==> images/metal_density.png <==
The die is cut into 21 by 24 equal tiles; dark blue is low, red is high, scaled to the fullest tile. Values are wire area over tile area, all layers added.
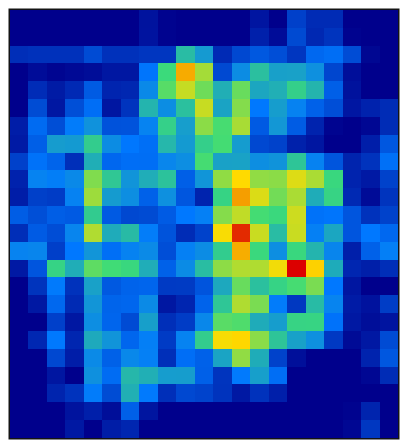
==> images/placement.png <==
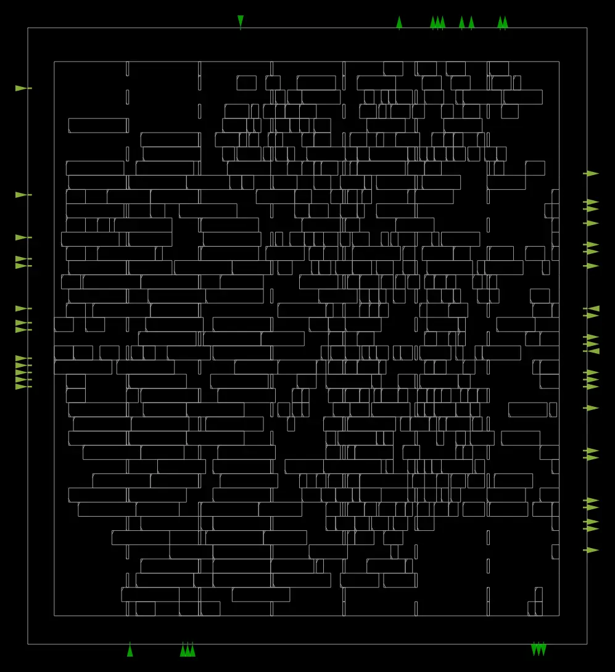
<file path="config.mk">
export PLATFORM = sky130hd
export DESIGN_NAME = spike_aer_encoder
export DESIGN_NICKNAME = d
export VERILOG_FILES = /design/src/rtl/snn_pkg.sv /design/src/rtl/spike_frame_fifo.sv /design/src/rtl/spike_aer_encoder.sv
export SDC_FILE = /design/constraint.sdc
export NUM_CORES = 1
export LEC_CHECK = 0
export CORE_AREA = 5 5 102 113
export DETAILED_ROUTE_END_ITERATION = 10
export DIE_AREA = 0 0 107 118
export PLACE_DENSITY_LB_ADDON = 0.25
export SYNTH_ARGS = -nofsm -noshare
export SYNTH_HDL_FRONTEND = slang
export SYNTH_HIERARCHICAL = 1
export SYNTH_SLANG_ARGS = --single-unit
</file>
<file path="constraint.sdc">
create_clock -name clk -period 5.87 [get_ports clk]
set_input_delay 0.8805 -clock clk [delete_from_list [all_inputs] [get_ports clk]]
set_output_delay 0.8805 -clock clk [all_outputs]
set_load 0.005 [all_outputs]
</file>
<file path="src/rtl/snn_pkg.sv">
// Shared SNN types and helpers: AER drop counter width, encoder state, priority encoder.
// Latency: n/a (declarations and a combinational function only).
// Backpressure: n/a.
package snn_pkg;

  localparam int AER_DROP_CNT_W = 8;

  // Widest spike vector the priority encoder handles; callers zero-extend.
  localparam int AER_MAX_N = 256;

  typedef enum logic {
    IDLE = 1'b0,
    EMIT = 1'b1
  } aer_state_t;

  // Index of the lowest set bit; 0 when no bit is set.
  function automatic int lowest_set_index(input logic [AER_MAX_N-1:0] v);
    int idx;
    idx = 0;
    // Scan downward so the lowest set bit is the one that sticks.
    for (int i = AER_MAX_N - 1; i >= 0; i--) begin
      if (v[i]) idx = i;
    end
    return idx;
  endfunction

endpackage

</file>
<file path="src/rtl/spike_frame_fifo.sv">
// Synchronous frame FIFO with first-word fall-through output.
// Latency: a pushed word is visible on dout the cycle after the push.
// Backpressure: push while full and pop while empty are ignored; callers gate on full/empty.
module spike_frame_fifo #(
  parameter int WIDTH = 16,
  parameter int DEPTH = 4
) (
  input  logic             clk,
  input  logic             reset,
  input  logic             push,
  input  logic             pop,
  input  logic [WIDTH-1:0] din,
  output logic [WIDTH-1:0] dout,
  output logic             full,
  output logic             empty
);

  localparam int AW = $clog2(DEPTH);
  localparam logic [AW:0] PTR_ONE = 1;

  logic [WIDTH-1:0] mem [DEPTH];
  logic [AW:0]      wr_ptr;
  logic [AW:0]      rd_ptr;
  logic             do_push;
  logic             do_pop;

  assign do_push = push & ~full;
  assign do_pop  = pop & ~empty;

  // Pointers carry one extra wrap bit to tell full from empty.
  assign empty = (wr_ptr == rd_ptr);
  assign full  = (wr_ptr[AW] != rd_ptr[AW]) && (wr_ptr[AW-1:0] == rd_ptr[AW-1:0]);
  assign dout  = mem[rd_ptr[AW-1:0]];

  // Storage array; contents need no reset because the pointers gate visibility.
  always_ff @(posedge clk) begin
    if (do_push) mem[wr_ptr[AW-1:0]] <= din;
  end

  // Read/write pointer advance.
  always_ff @(posedge clk) begin
    if (reset) begin
      wr_ptr <= '0;
      rd_ptr <= '0;
    end else begin
      if (do_push) wr_ptr <= wr_ptr + PTR_ONE;
      if (do_pop)  rd_ptr <= rd_ptr + PTR_ONE;
    end
  end

endmodule

</file>
<file path="src/rtl/spike_aer_encoder.sv">
// Captures one spike vector per tick and serializes set bits into an AER stream, lowest index first.
// Latency: tick in cycle k (idle, empty) gives first aer_valid in cycle k+2; one event per cycle after that.
// Backpressure: aer_valid/aer_ready; frames buffer in a DEPTH-frame FIFO, overflow drops are flagged and counted.
// Build option SNN_AER_TIMESTAMP_EN: enables the timestep counter and per-frame timestamps; otherwise aer_ts is 0.
module spike_aer_encoder
  import snn_pkg::*;
#(
  parameter int N     = 16,
  parameter int DEPTH = 4,
  parameter int TS_W  = 16
) (
  input  logic                      clk,
  input  logic                      reset,
  input  logic [N-1:0]              spike_in,
  input  logic                      tick,
  output logic                      aer_valid,
  input  logic                      aer_ready,
  output logic [$clog2(N)-1:0]      aer_addr,
  output logic [TS_W-1:0]           aer_ts,
  output logic                      aer_last,
  output logic                      overflow,
  output logic [AER_DROP_CNT_W-1:0] drop_count,
  output logic                      busy
);

  localparam int AW = $clog2(N);
  localparam logic [N-1:0] BITS_ONE = 1;
  localparam logic [AER_DROP_CNT_W-1:0] DROP_ONE = 1;

`ifdef SNN_AER_TIMESTAMP_EN
  localparam int FW = N + TS_W;
`else
  localparam int FW = N;
`endif

  aer_state_t           state;
  aer_state_t           state_next;
  logic [N-1:0]         bits;
  logic [N-1:0]         bits_next;
  logic [AER_MAX_N-1:0] bits_next_ext;
  logic                 fifo_push;
  logic                 fifo_pop;
  logic [FW-1:0]        fifo_din;
  logic [FW-1:0]        fifo_dout;
  logic                 fifo_full;
  logic                 fifo_empty;
  logic [N-1:0]         frame_bits;
  logic                 frame_nonzero;
  logic                 drop;
  logic                 handshake;

  // Fullness is judged before any same-cycle pop, so a push into a full FIFO drops.
  assign frame_nonzero = |spike_in;
  assign fifo_push     = tick & frame_nonzero & ~fifo_full;
  assign drop          = tick & frame_nonzero & fifo_full;
  assign handshake     = aer_valid & aer_ready;
  assign busy          = ~fifo_empty | (state == EMIT);

`ifdef SNN_AER_TIMESTAMP_EN
  localparam logic [TS_W-1:0] TS_ONE = 1;
  logic [TS_W-1:0] ts_cnt;

  assign fifo_din   = {spike_in, ts_cnt};
  assign frame_bits = fifo_dout[FW-1:TS_W];

  // Timestep counter advances on every tick, empty frame or not.
  always_ff @(posedge clk) begin
    if (reset) ts_cnt <= '0;
    else if (tick) ts_cnt <= ts_cnt + TS_ONE;
  end

  // The output timestamp is the work register's ts, loaded with each frame.
  always_ff @(posedge clk) begin
    if (reset) aer_ts <= '0;
    else if (fifo_pop) aer_ts <= fifo_dout[TS_W-1:0];
  end
`else
  assign fifo_din   = spike_in;
  assign frame_bits = fifo_dout;
  assign aer_ts     = '0;
`endif

  spike_frame_fifo #(
    .WIDTH (FW),
    .DEPTH (DEPTH)
  ) u_fifo (
    .clk   (clk),
    .reset (reset),
    .push  (fifo_push),
    .pop   (fifo_pop),
    .din   (fifo_din),
    .dout  (fifo_dout),
    .full  (fifo_full),
    .empty (fifo_empty)
  );

  // State and work-register update.
  always_ff @(posedge clk) begin
    if (reset) begin
      state <= IDLE;
      bits  <= '0;
    end else begin
      state <= state_next;
      bits  <= bits_next;
    end
  end

  // Next state: load a frame when idle, retire one bit per handshake, chain frames without a bubble.
  always_comb begin
    state_next = state;
    bits_next  = bits;
    fifo_pop   = 1'b0;
    case (state)
      IDLE: begin
        if (!fifo_empty) begin
          fifo_pop   = 1'b1;
          bits_next  = frame_bits;
          state_next = EMIT;
        end
      end
      EMIT: begin
        if (handshake) begin
          if (!aer_last) begin
            bits_next = bits & (bits - BITS_ONE);
          end else if (!fifo_empty) begin
            fifo_pop  = 1'b1;
            bits_next = frame_bits;
          end else begin
            bits_next  = '0;
            state_next = IDLE;
          end
        end
      end
      default: begin
        state_next = IDLE;
        bits_next  = '0;
      end
    endcase
  end

  // Zero-extend the next work bits to the priority encoder's fixed width.
  always_comb begin
    bits_next_ext          = '0;
    bits_next_ext[N-1:0]   = bits_next;
  end

  // Registered event outputs, precomputed from the next work register so they hold while stalled.
  always_ff @(posedge clk) begin
    if (reset) begin
      aer_valid <= 1'b0;
      aer_addr  <= '0;
      aer_last  <= 1'b0;
    end else begin
      aer_valid <= (state_next == EMIT);
      aer_addr  <= AW'(lowest_set_index(bits_next_ext));
      aer_last  <= (state_next == EMIT) && ((bits_next & (bits_next - BITS_ONE)) == '0);
    end
  end

  // Sticky overflow flag and saturating drop counter.
  always_ff @(posedge clk) begin
    if (reset) begin
      overflow   <= 1'b0;
      drop_count <= '0;
    end else if (drop) begin
      overflow <= 1'b1;
      if (drop_count != '1) drop_count <= drop_count + DROP_ONE;
    end
  end

endmodule

</file>
==> impl_metrics.env <==
# yosys + openroad results
export IMPL_run_status="completed"
export IMPL_synth_simple_area_share_pct=15.5
export IMPL_most_common_layout_cells="sky130_fd_sc_hd__edfxtp_1, sky130_fd_sc_hd__dfxtp_1, sky130_fd_sc_hd__clkdlybuf4s50_1"
export IMPL_combPwrFrac_pct=45.3
export IMPL_hold_slack_ps=449
export IMPL_p_switching_mw=1.19
export IMPL_place_inst=554
export IMPL_grt_overflow=0
export IMPL_initialDrtViolationCount=193
export IMPL_vertical_die_size_um=118
export IMPL_layout_area_top_class="sequential cells"
export IMPL_routed_top_layer="met4"
export IMPL_comb_cells=281
export IMPL_cell_internal_power_dissipation_mw=1.81
export IMPL_synth_sequential_area_ratio_pct=54.1
export IMPL_fillers=875
export IMPL_cts_htree_levels=3
export IMPL_dpl_worst_slack_ps=2100
export IMPL_synth_compound_gate_area_share_pct=12.3
export IMPL_relative_max_transition_margin_pct=24.8
export IMPL_hold_depth=2
export IMPL_max_cap_viol=0
export IMPL_dominant_delay_contributor_by_cell_family_on_the_critical_path="buffers and inverters"
export IMPL_fin_crit_ps=3840
export IMPL_clk_latency_ps=340
export IMPL_drive_gt1_share_pct=11.7
export IMPL_invs_w_o_clock=10
export IMPL_drtPass1Iterations=5
export IMPL_detailroute_wirelength_met2_um=4990
export IMPL_ys_cells=412
export IMPL_yosys_register_bits=103
export IMPL_setup_worst_path_class="reg -> out"
export IMPL_clockNetworkAreaShare_pct=5.10
export IMPL_synth_edff_count=64
export IMPL_comb_share_pct=37.2
export IMPL_nets=468
export IMPL_rsz0062_at_grt="no"
export IMPL_top_power_group="combinational cells"
export IMPL_syn2layout_area_growth_pct=12.9
export IMPL_total_routed_wire_length_on_the_met1_layer_um=4490
export IMPL_cells_taking_the_most_area_after_synthesis="sky130_fd_sc_hd__edfxtp_1, sky130_fd_sc_hd__dfxtp_1, sky130_fd_sc_hd__mux4_2"
export IMPL_tritoncts_num_sinks=103
export IMPL_yosys_area_top_type_share_pct=38.4
export IMPL_non_clock_buffer_area_share_pct=6.47
export IMPL_synth_logic_top_family="simple AND/OR/NAND/NOR gates"
export IMPL_r2r_start="u_fifo/wr_ptr[0]$_SDFFE_PP0P_"
export IMPL_nClkBuffers=9
export IMPL_setup_worst_path_start_class="register"
export IMPL_dieArea_um2=12600
export IMPL_globalRouteMet3Util_pct=2.80
export IMPL_p_leak_nw=1.96
export IMPL_worst_endpoint_required_ps=4990
export IMPL_seqAreaFraction_pct=47.9
export IMPL_timing_final_crit_share_pct=65.3
export IMPL_fmax_mhz=261
export IMPL_timing_hold_worst_start="overflow$_SDFFE_PP0P_"
export IMPL_die_w_um=107
export IMPL_cell_area_after_technology_mapping_um2=5000
export IMPL_crit_path_start="u_fifo/wr_ptr[0]$_SDFFE_PP0P_"
export IMPL_cts_tree="done"
export IMPL_p_clk_share_pct=19.3
export IMPL_ys_warnings_count=6
export IMPL_critPathMaxStageDelay_ps=590
export IMPL_drc_errors=0
export IMPL_cts_path_max_buffers=2
export IMPL_floorplan_core_util_pct=48.8
export IMPL_dr_wl_met3_um=572
export IMPL_root_buffer="sky130_fd_sc_hd__clkbuf_16"
export IMPL_finalHoldViolCount=0
export IMPL_final_setup_tns_ps=0
export IMPL_ys_async_sr_fraction_pct=0
export IMPL_seq_area_um2=2700
export IMPL_worst_r2r_setup_slack_ps=2210
export IMPL_post_dp_hpwl_um=7150
export IMPL_cp_num_buf_inv=3
export IMPL_switch_share_pct=39.7
export IMPL_top_area_cell="sky130_fd_sc_hd__edfxtp_1"
export IMPL_power_ir_vdd_worst_mv=0.227
export IMPL_final_core_util_pct=55.1
-- metal_density.png (at the start) --
The mean over all tiles is 0.13. 21% of the tiles are nearly empty. 11% of the tiles are over half the peak.
DR vias: 3389
routed length per placed instance: 18.0 um
post-detailed-routing wire length: 10200 um
global-route total usage across every layer: 17.0%

-- placement.png (at the start) --
count of standard-cell rows: 39
floorplan core area: 10200 um^2
number of flip-flops and latches: 103

synth_stat cells (2+ instances only):
cell type	number
sky130_fd_sc_hd__a211o_1	2
sky130_fd_sc_hd__nor4_1	6
sky130_fd_sc_hd__and2_1	6
sky130_fd_sc_hd__or3_1	3
sky130_fd_sc_hd__xor2_1	7
sky130_fd_sc_hd__mux2i_1	9
sky130_fd_sc_hd__dfxtp_1	39
sky130_fd_sc_hd__nand4b_1	2
sky130_fd_sc_hd__o211ai_1	6
sky130_fd_sc_hd__buf_6	2
sky130_fd_sc_hd__edfxtp_1	64
sky130_fd_sc_hd__o22ai_1	3
sky130_fd_sc_hd__xnor2_1	4
sky130_fd_sc_hd__buf_1	2
sky130_fd_sc_hd__a21bo_2	2
sky130_fd_sc_hd__o22a_1	4
sky130_fd_sc_hd__buf_4	18
sky130_fd_sc_hd__nand2b_1	5
sky130_fd_sc_hd__nand4_1	7
sky130_fd_sc_hd__a22oi_1	8
sky130_fd_sc_hd__nor3_1	5
sky130_fd_sc_hd__a21oi_1	16
sky130_fd_sc_hd__buf_2	2
sky130_fd_sc_hd__a32oi_2	3
sky130_fd_sc_hd__and3_1	5
sky130_fd_sc_hd__nor2b_1	3
sky130_fd_sc_hd__o31ai_1	2
sky130_fd_sc_hd__ha_1	6
sky130_fd_sc_hd__nor2_1	34
sky130_fd_sc_hd__clkbuf_1	6
sky130_fd_sc_hd__or4_1	2
sky130_fd_sc_hd__a41oi_1	2
sky130_fd_sc_hd__nor3b_1	5
sky130_fd_sc_hd__a22o_1	2
sky130_fd_sc_hd__nand2_1	27
sky130_fd_sc_hd__inv_1	10
sky130_fd_sc_hd__nand3_1	15
sky130_fd_sc_hd__mux4_2	16
sky130_fd_sc_hd__o21ai_0	14
sky130_fd_sc_hd__a31oi_1	9
